layer_met3.png
The bar under the picture is 100 µm long.
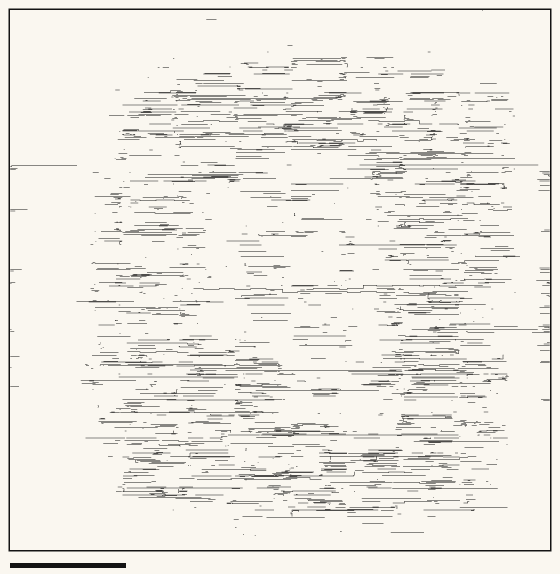
io_fan.png
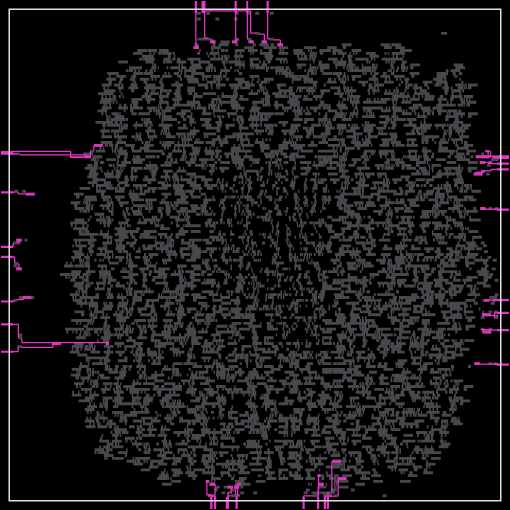
==> config.mk <==
export PLATFORM = sky130hd
export DESIGN_NAME = ex_stage
export DESIGN_NICKNAME = d
export VERILOG_FILES = /design/src/rtl/ex_stage_pkg.sv /design/src/rtl/ex_stage_reg_file.sv /design/src/rtl/ex_stage.sv
export SDC_FILE = /design/constraint.sdc
export NUM_CORES = 2
export LEC_CHECK = 0
export ABC_AREA = 1
export ABC_CLOCK_PERIOD_IN_PS = 6930
export CAP_MARGIN = 30
export CORE_UTILIZATION = 30
export DETAILED_ROUTE_END_ITERATION = 16
export PLACE_DENSITY = 0.5
export REMOVE_ABC_BUFFERS = 1
export SLEW_MARGIN = 20
export SYNTH_ARGS = -nofsm -noshare
export SYNTH_HDL_FRONTEND = slang
export SYNTH_SLANG_ARGS = --single-unit
export TNS_END_PERCENT = 5
==> constraint.sdc <==
create_clock -name clk -period 6.93 [get_ports clk]
set_input_delay 1.0395 -clock clk [delete_from_list [all_inputs] [get_ports clk]]
set_output_delay 1.0395 -clock clk [all_outputs]
set_load 0.01 [all_outputs]
==> impl_results.rst <==
Physical design figures
=======================

.. list-table::
   :header-rows: 1

   * - Metric
     - Value
   * - CTS resizes
     - 0
   * - Weighted congestion reported at the end of routability-driven placement
     - between 0.9 and 1
   * - Part of the cycle the worst path needs
     - 58.0%
   * - Vias in the first global route
     - 60300
   * - Router iterations before antenna repair
     - 13
   * - Transition at the pin with the smallest max-transition slack
     - 1.04 ns
   * - Share of cells above drive strength 1
     - 6.12%
   * - Flops & latches, synth
     - 1141
   * - Mux area share
     - 0.510%
   * - Average wire per cell in the routed design
     - 25.6 µm
   * - Arithmetic-cell share of the synthesized area counting full adders, half adders and majority gates
     - under 10%
   * - Maxcap violations
     - 0
   * - Clock transition time at the flip-flop clock pins of the worst setup and hold paths
     - 0.06 ns
   * - Area growth syn-to-layout
     - 12.9%
   * - Part of the power in the clock network
     - 18.6%
   * - Async set-reset flop share out of synthesis
     - 100%
   * - Critical path type
     - register to primary output
   * - Routed length on met1
     - 123 mm
   * - Number of cell instances after yosys synthesis
     - 8509
   * - Fraction of synthesized cell area in xor and xnor cells
     - less than 1%
   * - Dominant logic cell types in the final layout
     - o21ai_0 (1950), nand2_1 (1627), nor2_1 (1195), dfrtp_1 (1132), o221ai_1 (390)
   * - Worst Reg-to-Reg Cells
     - 7
   * - Worst Hold Slack
     - 0.287 ns
   * - Global-route congestion overflow total
     - 0
   * - Number of hold violations in the final report
     - 0
   * - Result of the run
     - complete, but fails checks
   * - Number of antenna violations at the first check in global routing
     - 10
   * - P_seq
     - 0.0120 W
   * - Switch Pwr
     - 0.0204 W
   * - Final-report max-slew violation count
     - 0
   * - Setup repair bufs after CTS
     - 0
   * - DR iter-0 viols
     - 8068
   * - Count of final setup violators
     - 0
   * - Tool Warnings
     - 152
   * - Global routing's busiest layer
     - met2
   * - Main area contributors
     - dfrtp_1 (45%), o21ai_0 (15%), nand2_1 (9.5%)
   * - Maximum clock path buffer count
     - 3
   * - Total core area
     - roughly 210000 µm²
   * - Number of warning messages in the yosys log
     - 0
   * - RSZ-0062 raised after global routing
     - false
   * - Detailed-routed wire length on met3
     - 23.7 mm
   * - Detailed placement HPWL
     - 162 mm
   * - Cell count after synthesis
     - around 8500
   * - Fraction of met2 tracks used by global routing
     - 39.3%
   * - Post-layout nets
     - 8293
   * - Top Layer Used
     - met5
   * - Cell leakage power
     - 31.5 nW
   * - Post-Synth Simple-Gate Area
     - around 20%
   * - VDD IR max
     - 316 µV
   * - Signal arrival time at the worst endpoint
     - 2.98 ns
   * - Max FFs per register
     - just over 1000
   * - Most frequent cell after synthesis
     - o21ai_0
   * - Slowest cell delay on critical path
     - 0.62 ns
   * - Non-filler instance count after layout
     - 11100
   * - Share of Yosys cell area claimed by the top area cell type
     - 44.6%
   * - Cell taking the most area after synthesis
     - dfrtp_1
   * - Leading cell type in the layout, fill and taps excluded
     - o21ai_0
   * - CTS tree
     - done
   * - Maximum number of pins on one net before global-route repair
     - 164
   * - Critical path fanouts, max
     - 27
   * - Sequential fraction of the synthesis area
     - 44.6%
   * - Group with the largest share of power
     - combinational logic
   * - Via/cell ratio
     - 5.75
   * - Fraction of power spent switching nets
     - between 50% and 60%
   * - Highest Clock Rate
     - 249 MHz
   * - Placed Cells
     - 10800
   * - Level count of the clock H-tree
     - 4
   * - Die span in y
     - 464 µm
   * - Summed instance area of the synthesized netlist
     - 64100 µm²
   * - Post-synthesis share of cell area spent on and-or and or-and gates
     - 25.9%
   * - Portion of total power attributed to combinational logic
     - 51.9%
   * - Post-synth EDFFs
     - 0
   * - Number of buffers inserted for hold repair after clock tree synthesis
     - 0
   * - Clock Tree Root
     - clkbuf_16
   * - Flop pwr share
     - 29.5%
   * - Critical Path RT
     - 5.89 ns
   * - Largest combinational cell category by area
     - AND-OR/OR-AND gates
   * - Clk latency late pin
     - 0.82 ns
   * - Violations in the final reports
     - design-rule violations
   * - Pre-CTS setup slack
     - 3.28 ns
   * - GRT met1 Usage
     - 35.5%
   * - Number of clock buffers inserted by TritonCTS
     - 136
   * - Core Util at FP
     - slightly above 30%
   * - Final critical-path setup slack
     - 2.91 ns
   * - Chip area
     - around 220000 µm²
   * - Combinational-cell power consumption
     - around 0.021 W
   * - Sequence of cells on the critical path
     - ha_4 -> buf_12 -> clkdlybuf4s50_1
   * - Final critical delay including setup and external delays
     - ~4.0 ns
   * - Top cell types by occurrence after synthesis
     - o21ai_0 (1955), nand2_1 (1627), nor2_1 (1197), dfrtp_1 (1141), clkbuf_1 (624)
   * - Number of remaining DRC errors
     - 16
   * - Number of distinct library cells after synthesis
     - roughly 48
   * - Endpoint type of the worst setup path
     - primary output
   * - Total Negative Setup Slacks
     - 0 ns
-- layer_met3.png (at the start) --
share of all routed wire = 8.4%
nets with wire on the layer = 659
final wirelength: 283 mm
met3 Track Usage GR: 4.23%
total number of vias: 63600

-- io_fan.png (at the start) --
ld_data -> magenta  # bits 32, direction input, edge 9 bottom, 9 right, 8 left, 6 top, end cells 32, buffers 32, wire 1040 µm
IO Count: 94
number of buffers added on ports: 93

## worst max-delay path: cells and delay by family (launching register included)
| family | cells | cell delay, ns |
|---|---|---|
| adder cells (fa/ha/maj) | 1 | 0.59 |
| buffers and inverters | 2 | 1.04 |
| flip-flops | 1 | 0.42 |
## metrics by stage
stage	util, %	cell area (µm²)	power (W)
final	34.1	72300	0.0407
after global routing	34.1	72300	0.0434
after CTS	34.0	72100	0.0403
after detailed placement	31.8	67500	0.0326
after global placement	31.7	67300	0.0323
after floorplan	-	61000	0.0250
## cell type report
class                           count  area (µm²)
Fill cell                       22200      140000
Multi-Input combinational cell   6260       31500
Sequential cell                  1141       28600
Clock buffer                      192        3890
Tap cell                         2821        3530
Timing Repair Buffer              251        2750
Inverter                          338        1320
Clock inverter                     51         761
Antenna cell                        3        7.51
Power is estimated from default activity; no workload was simulated.
